File: src/rtl/sobel_ctrl_pkg.sv
// Shared types and defaults for the Sobel pipeline controller: FSM state
// encoding, per-frame measurement result and saturating counter helper.
package sobel_ctrl_pkg;

  localparam int CNT_W        = 12;
  localparam int DEF_MIN_LINES = 3;
  localparam int DEF_THR      = 400;

  localparam logic [CNT_W-1:0] CNT_MAX = '1;

  typedef enum logic [1:0] {
    SYNC = 2'd0,
    MEAS = 2'd1,
    RUN  = 2'd2,
    BYP  = 2'd3
  } ctrl_state_e;

  typedef struct packed {
    logic [CNT_W-1:0] width;
    logic [CNT_W-1:0] lines;
    logic             mismatch;
    logic             sat;
  } frame_res_t;

  function automatic logic [CNT_W-1:0] sat_inc(input logic [CNT_W-1:0] v);
    return (v == CNT_MAX) ? v : v + 1'b1;
  endfunction

endpackage

File: src/rtl/sobel_ctrl_meas.sv
// Measures active line width and line count of each frame from vsync/de and
// reports the result with a one-cycle frame_done pulse on every vsync rise.
module sobel_ctrl_meas
  import sobel_ctrl_pkg::*;
(
  input  logic       clk,
  input  logic       rst,
  input  logic       vsync,
  input  logic       de,
  output logic       frame_done,
  output frame_res_t frame_res
);

  logic             vsync_q;
  logic             de_q;
  logic             line_open;
  logic [CNT_W-1:0] pix_cnt;
  logic [CNT_W-1:0] line_cnt;
  logic [CNT_W-1:0] ref_w;
  logic             mismatch;
  logic             sat;

  logic             vr;
  logic             df;
  logic             dr;
  logic             close_vr;
  logic             close_line;
  logic             first_line;
  logic [CNT_W-1:0] pix_now;
  logic [CNT_W-1:0] close_w;
  logic [CNT_W-1:0] lines_inc;
  frame_res_t       upd;

  // A line still open at vsync rise is closed with the count including that
  // cycle; line_open then drops so the trailing de fall is not a second line.
  always_comb begin
    vr         = vsync & ~vsync_q;
    df         = ~de & de_q;
    dr         = de & ~de_q;
    pix_now    = dr ? CNT_W'(1) : sat_inc(pix_cnt);
    close_vr   = vr & de & (line_open | dr);
    close_line = (df & line_open) | close_vr;
    close_w    = close_vr ? pix_now : pix_cnt;
    lines_inc  = sat_inc(line_cnt);
    first_line = (line_cnt == '0);

    upd.width    = ref_w;
    upd.lines    = line_cnt;
    upd.mismatch = mismatch;
    upd.sat      = sat;
    if (close_line) begin
      upd.width    = first_line ? close_w : ref_w;
      upd.lines    = lines_inc;
      upd.mismatch = mismatch | (!first_line && (close_w != ref_w));
      upd.sat      = sat | (close_w == CNT_MAX) | (lines_inc == CNT_MAX);
    end
  end

  assign frame_done = vr;
  assign frame_res  = upd;

  always_ff @(posedge clk) begin
    if (rst) begin
      vsync_q   <= 1'b0;
      de_q      <= 1'b0;
      line_open <= 1'b0;
      pix_cnt   <= '0;
      line_cnt  <= '0;
      ref_w     <= '0;
      mismatch  <= 1'b0;
      sat       <= 1'b0;
    end else begin
      vsync_q <= vsync;
      de_q    <= de;
      if (de) begin
        pix_cnt <= pix_now;
      end
      if (vr || df) begin
        line_open <= 1'b0;
      end else if (dr) begin
        line_open <= 1'b1;
      end
      if (vr) begin
        line_cnt <= '0;
        ref_w    <= '0;
        mismatch <= 1'b0;
        sat      <= 1'b0;
      end else if (close_line) begin
        line_cnt <= upd.lines;
        ref_w    <= upd.width;
        mismatch <= upd.mismatch;
        sat      <= upd.sat;
      end
    end
  end

endmodule

File: src/rtl/sobel_ctrl.sv
// Frame-synchronous Sobel controller: validates the measured format and applies
// mode/threshold at frame boundaries. Optional watchdog: SOBEL_CTRL_TIMEOUT_EN.
module sobel_ctrl
  import sobel_ctrl_pkg::*;
#(
  parameter int MAX_LINE_WIDTH = 2100,
  parameter int THR_W          = 11,
  parameter int THR_DEFAULT    = sobel_ctrl_pkg::DEF_THR,
  parameter int MIN_LINES      = sobel_ctrl_pkg::DEF_MIN_LINES,
  parameter int TIMEOUT_CYCLES = 1 << 24
) (
  input  logic             clk,
  input  logic             rst,
  input  logic             hsync,
  input  logic             vsync,
  input  logic             de,
  input  logic             en_req,
  input  logic [THR_W-1:0] thr_req,
  output logic             sobel_sel,
  output logic [THR_W-1:0] thr_out,
  output logic [CNT_W-1:0] line_width,
  output logic [CNT_W-1:0] frame_lines,
  output logic             fmt_err,
  output logic [1:0]       state
);

  ctrl_state_e      state_q, state_d;
  logic             sel_q, sel_d;
  logic [THR_W-1:0] thr_q, thr_d;
  logic [CNT_W-1:0] width_q, width_d;
  logic [CNT_W-1:0] lines_q, lines_d;
  logic             err_q, err_d;

  logic             frame_done;
  frame_res_t       frame_res;
  logic             frame_valid;
  logic             same_fmt;
  logic             timeout;

  // hsync only qualifies debug views of the timing; nothing here depends on it.
  logic unused_hsync;
  assign unused_hsync = hsync;

  sobel_ctrl_meas u_meas (
    .clk        (clk),
    .rst        (rst),
    .vsync      (vsync),
    .de         (de),
    .frame_done (frame_done),
    .frame_res  (frame_res)
  );

  assign frame_valid = (frame_res.width != '0)
                     && (frame_res.width <= CNT_W'(MAX_LINE_WIDTH))
                     && (frame_res.lines >= CNT_W'(MIN_LINES))
                     && !frame_res.mismatch
                     && !frame_res.sat;
  assign same_fmt = (frame_res.width == width_q) && (frame_res.lines == lines_q);

`ifdef SOBEL_CTRL_TIMEOUT_EN
  localparam int TO_W = $clog2(TIMEOUT_CYCLES + 1);
  logic [TO_W-1:0] to_cnt_q, to_cnt_d;

  // Counts cycles since the last vsync rise, so it holds TIMEOUT_CYCLES in the
  // last cycle before the forced return to SYNC.
  always_comb begin
    to_cnt_d = to_cnt_q;
    if (frame_done) begin
      to_cnt_d = TO_W'(1);
    end else if (state_q == SYNC) begin
      to_cnt_d = '0;
    end else if (!timeout) begin
      to_cnt_d = to_cnt_q + 1'b1;
    end
  end

  assign timeout = (state_q != SYNC) && (to_cnt_q == TO_W'(TIMEOUT_CYCLES));

  always_ff @(posedge clk) begin
    if (rst) begin
      to_cnt_q <= '0;
    end else begin
      to_cnt_q <= to_cnt_d;
    end
  end
`else
  localparam int unused_timeout_cycles = TIMEOUT_CYCLES;
  assign timeout = 1'b0;
`endif

  always_comb begin
    state_d = state_q;
    sel_d   = sel_q;
    thr_d   = thr_q;
    width_d = width_q;
    lines_d = lines_q;
    err_d   = err_q;
    if (frame_done) begin
      case (state_q)
        SYNC: state_d = MEAS;
        MEAS: begin
          if (!frame_valid) begin
            err_d = 1'b1;
          end else begin
            width_d = frame_res.width;
            lines_d = frame_res.lines;
            err_d   = 1'b0;
            thr_d   = thr_req;
            state_d = en_req ? RUN : BYP;
            sel_d   = en_req;
          end
        end
        RUN, BYP: begin
          if (frame_valid && same_fmt) begin
            thr_d   = thr_req;
            state_d = en_req ? RUN : BYP;
            sel_d   = en_req;
          end else begin
            state_d = MEAS;
            sel_d   = 1'b0;
            if (!frame_valid) begin
              err_d = 1'b1;
            end
          end
        end
        default: state_d = SYNC;
      endcase
    end else if (timeout) begin
      state_d = SYNC;
      sel_d   = 1'b0;
      err_d   = 1'b1;
    end
  end

  always_ff @(posedge clk) begin
    if (rst) begin
      state_q <= SYNC;
      sel_q   <= 1'b0;
      thr_q   <= THR_W'(THR_DEFAULT);
      width_q <= '0;
      lines_q <= '0;
      err_q   <= 1'b0;
    end else begin
      state_q <= state_d;
      sel_q   <= sel_d;
      thr_q   <= thr_d;
      width_q <= width_d;
      lines_q <= lines_d;
      err_q   <= err_d;
    end
  end

  assign sobel_sel   = sel_q;
  assign thr_out     = thr_q;
  assign line_width  = width_q;
  assign frame_lines = lines_q;
  assign fmt_err     = err_q;
  assign state       = state_q;

endmodule
File: config.mk
export PLATFORM = sky130hd
export DESIGN_NAME = sobel_ctrl
export DESIGN_NICKNAME = d
export VERILOG_FILES = /design/src/rtl/sobel_ctrl_pkg.sv /design/src/rtl/sobel_ctrl_meas.sv /design/src/rtl/sobel_ctrl.sv
export SDC_FILE = /design/constraint.sdc
export NUM_CORES = 1
export LEC_CHECK = 0
export CORE_ASPECT_RATIO = 0.6
export CORE_MARGIN = 2
export CORE_UTILIZATION = 57
export DETAILED_ROUTE_END_ITERATION = 16
export GPL_TIMING_DRIVEN = 0
export PLACE_DENSITY = 0.87
export SYNTH_ARGS = -nofsm -noshare
export SYNTH_HDL_FRONTEND = slang
export SYNTH_HIERARCHICAL = 1
export SYNTH_SLANG_ARGS = --single-unit
File: constraint.sdc
create_clock -name clk -period 5.2 [get_ports clk]
set_input_delay 1.04 -clock clk [delete_from_list [all_inputs] [get_ports clk]]
set_output_delay 1.04 -clock clk [all_outputs]
set_load 0.01 [all_outputs]
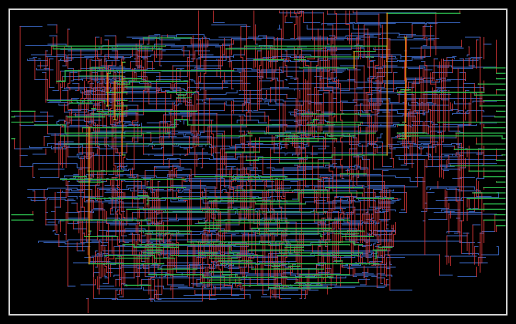
**Above:** metal layers overlaid.
Drawn at 4 px/µm.
metal 1 -> blue  # wire length 6,650 µm
metal 4 -> orange  # wire length 139 µm
metal 3 -> green  # wire length 2,010 µm
metal 2 -> red  # wire length 5,720 µm
DR vias: 4,851
Total Wirelength: 14,500 µm
GRT Overall Usage: 31.6%

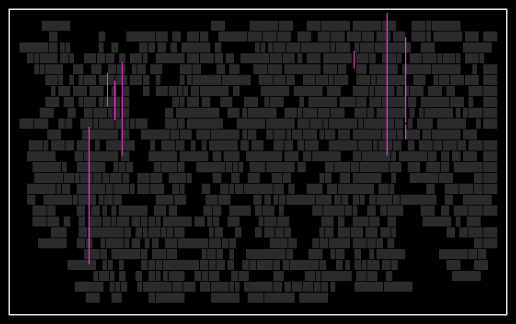
**Above:** the metal 4 layer.
Drawn at 4 px/µm.
nets with wire on the layer = 7
share of all routed wire = 0.96%

==> flow_metrics.env <==
# physical design summary
export IMPL_cp_startpoint="vsync"
export IMPL_synth_warning_count=6
export IMPL_drive_gt1_share_pct=11.3
export IMPL_path_class="in -> reg"
export IMPL_synthCells=579
export IMPL_area_delta_synth_final_pct=20.7
export IMPL_num_antenna_cells=0
export IMPL_p_sw_share_pct=25.0
export IMPL_p_sw_mw=0.352
export IMPL_tightest_slew_ps=716
export IMPL_grt_pass1_wl_um=23000
export IMPL_r2r_end="thr_out[10]$_SDFFE_PP0P_"
export IMPL_synth_cell_types=75
export IMPL_overflow=0
export IMPL_clk_pin_slew_ps=60
export IMPL_coreArea_um2=8460
export IMPL_worstReg2RegStart="u_meas/pix_cnt[0]$_SDFFE_PP0P_"
export IMPL_die_height_um=76
export IMPL_max_cap_violations=0
export IMPL_status="finished clean"
export IMPL_power_internal_mw=1.05
export IMPL_ios=56
export IMPL_rsz0062_at_grt="false"
export IMPL_vdd_drop_max_uv=164
export IMPL_hold_depth=2
export IMPL_dp_hpwl_um=10800
export IMPL_cts_htree_levels=3
export IMPL_ys_area_um2=4920
export IMPL_min_delay_start="thr_out[9]$_SDFFE_PP0P_"
export IMPL_first_global_vias=4406
export IMPL_cts_sinks=80
export IMPL_place_area_um2=5610
export IMPL_crit_arrival_ps=5260
export IMPL_top_area_cell="dfxtp_1"
export IMPL_period_used_pct=96.1
export IMPL_numCtsBuffers=9
export IMPL_avgSynthCellArea_um2=8.51
export IMPL_yosysTopAreaCellShare_pct=32.5
export IMPL_firstDrtPassIters=5
export IMPL_drc_errors=0
export IMPL_syn_cell_area_um2=4920
export IMPL_crit_required_ps=5470
export IMPL_ys_seq_share_pct=32.5
export IMPL_lay_top_count="dfxtp_1"
export IMPL_setup_violations_final=0
export IMPL_dpl_cell_count=745
export IMPL_die_w_um=124
export IMPL_hold_viol=0
export IMPL_grt_max_degree=15
export IMPL_ant_nets=0
export IMPL_ff_type="dfxtp_1"
export IMPL_drt_iter0_drc=562
export IMPL_clockBufferDepth=2
export IMPL_topCellsByArea="dfxtp_1, mux2i_1, xor2_1"
export IMPL_worstSetupStartpointType="input pin"
export IMPL_nets=667
export IMPL_slew_limit_headroom_pct=52.3
export IMPL_clockRootBuffer="clkbuf_16"
export IMPL_worst_path_max_fanout=13
export IMPL_portBuffers=54
export IMPL_clock_latency_ps=340
export IMPL_cts_tree="yes"
export IMPL_final_layout_top_logic_cells="dfxtp_1, nor2_1, clkdlybuf4s50_1, nand2_1, mux2i_1"
export IMPL_drv_slew=0
export IMPL_leakagePower_nw=2.26
export IMPL_fin_cells=764
export IMPL_wire_per_inst_um=19.0
export IMPL_syn_num_nets=599
export IMPL_end_kind="flip-flop"
export IMPL_layout_min_cycle_time_ps=5000
export IMPL_ys_cells=579
export IMPL_hold_class="reg -> reg"
export IMPL_p_per_area_nw_per_um2=237
export IMPL_rows=26
export IMPL_antenna_found_initial=0
export IMPL_clkPwrFrac_pct=46.4
export IMPL_chipArea_um2=9420
export IMPL_final_area_um2=5940
export IMPL_whs_endpoint="thr_out[9]$_SDFFE_PP0P_"
export IMPL_fp_util_pct=58.2
export IMPL_via_per_inst=6.35
export IMPL_place_congestion=0.943
export IMPL_cts_hold_buf=0
export IMPL_fmax_ghz=0.200
export IMPL_worstRegToRegCells=13
export IMPL_fill_cells=635
export IMPL_ys_async_sr_fraction_pct=0
export IMPL_p_seq_share_pct=44.4
export IMPL_crit_path_end="thr_out[10]$_SDFFE_PP0P_"
export IMPL_reg2reg_slack_ps=900
export IMPL_pwr_share_comb_pct=9.2
export IMPL_tool_warnings=28
export IMPL_synth_edff_count=0
export IMPL_fin_worst_skew_ps=6.67
logic make-up after synthesis:
family                   share of synthesized area [%]
AND/OR/NAND/NOR                                   29.2
AND-OR/OR-AND                                     15.8
flip-flops                                        32.5
buffers and inverters                             5.18
multiplexers                                      9.58
XOR/XNOR                                          6.94
adder cells (fa/ha/maj)                          0.762
through the flow:
step	TNS [ps]	power (mW)	utilization, %	setup slack [ps]
floorplan	0	0.715	-	1140
global placement	-567	0.757	66.3	-40.7
detailed placement	-2600	0.760	66.3	-129
CTS	0	1.41	69.9	191
global route	0	1.45	70.3	72.0
finish	0	1.41	70.3	204
state kept, by name, summed over array words and instances (netlist names):
register and cells:
fmt_err 1, frame_lines 12, line_width 12, sobel_sel 1
state 2, thr_out 11, u_meas/de_q 1, u_meas/line_cnt 12
u_meas/line_open 1, u_meas/mismatch 1, u_meas/pix_cnt 12, u_meas/ref_w 12
u_meas/sat 1, u_meas/vsync_q 1
what timing repair did:
action	CTS	global route
buffers inserted	0	3
gates resized	0	5
endpoints found under the setup margin	0	31
power by group through the flow:
stage | Clock [mW] | Sequential [mW] | Combinational, mW
floorplan | 0 | 0.637 | 0.0787
global placement | 0 | 0.638 | 0.119
detailed placement | 0 | 0.638 | 0.122
CTS | 0.665 | 0.624 | 0.124
global route | 0.691 | 0.625 | 0.139
finish | 0.652 | 0.625 | 0.129
synth_stat cells, drive strengths merged (2+ instances only):
library cell / number
nand4: 12
clkbuf: 19
nand4bb: 2
inv: 11
nor2: 58
nor4: 18
a31oi: 9
or3: 3
o211ai: 3
buf: 19
o2111ai: 2
a22oi: 2
xor2: 30
a21oi: 30
nand3: 28
nand2: 37
a21o: 3
o2bb2ai: 2
mux2: 9
mux2i: 37
o21a: 5
o31ai: 3
nor3: 14
nor2b: 7
and2: 26
a311oi: 3
dfxtp: 80
and4: 5
nand2b: 21
a32oi: 2
nor4b: 3
xnor2: 9
or2: 3
a221oi: 3
ha: 3
a211oi: 10
a31o: 3
o21ai: 19
and3: 9
a41oi: 4
critical path, cell delays in order:
cell	delay (ps)
clkdlybuf4s50_1	500
nor2b_1	140
clkbuf_1	550
nand4_1	330
nor4_1	330
nor2_2	100
xnor2_1	150
nor4_1	490
a21oi_1	130
nor2_1	230
o31ai_1	200
or2_4	320
nor3_4	310
buf_6	220
mux2i_1	200
area by class of cell:
cell class | instances | area, µm² | area share, %
Inverter | 11 | 41.3 | 0.695
Tap cell | 112 | 140 | 2.36
Sequential cell | 80 | 1600 | 26.9
Multi-Input combinational cell | 450 | 3080 | 51.8
Clock inverter | 5 | 63.8 | 1.07
Timing Repair Buffer | 57 | 563 | 9.47
Clock buffer | 11 | 243 | 4.08
Buffer | 38 | 215 | 3.62
per-layer routing:
| layer | vias up | part of all wire, % | GRT usage, % |
|---|---|---|---|
| li1 | 2237 | - | - |
| met1 | 2302 | 46 | 48.6 |
| met2 | 295 | 39 | 42.2 |
| met3 | 17 | 14 | 10.6 |
| met4 | 0 | 0.95 | 6.74 |
| met5 | - | 0 | 0 |
Power is estimated from default activity; no workload was simulated.
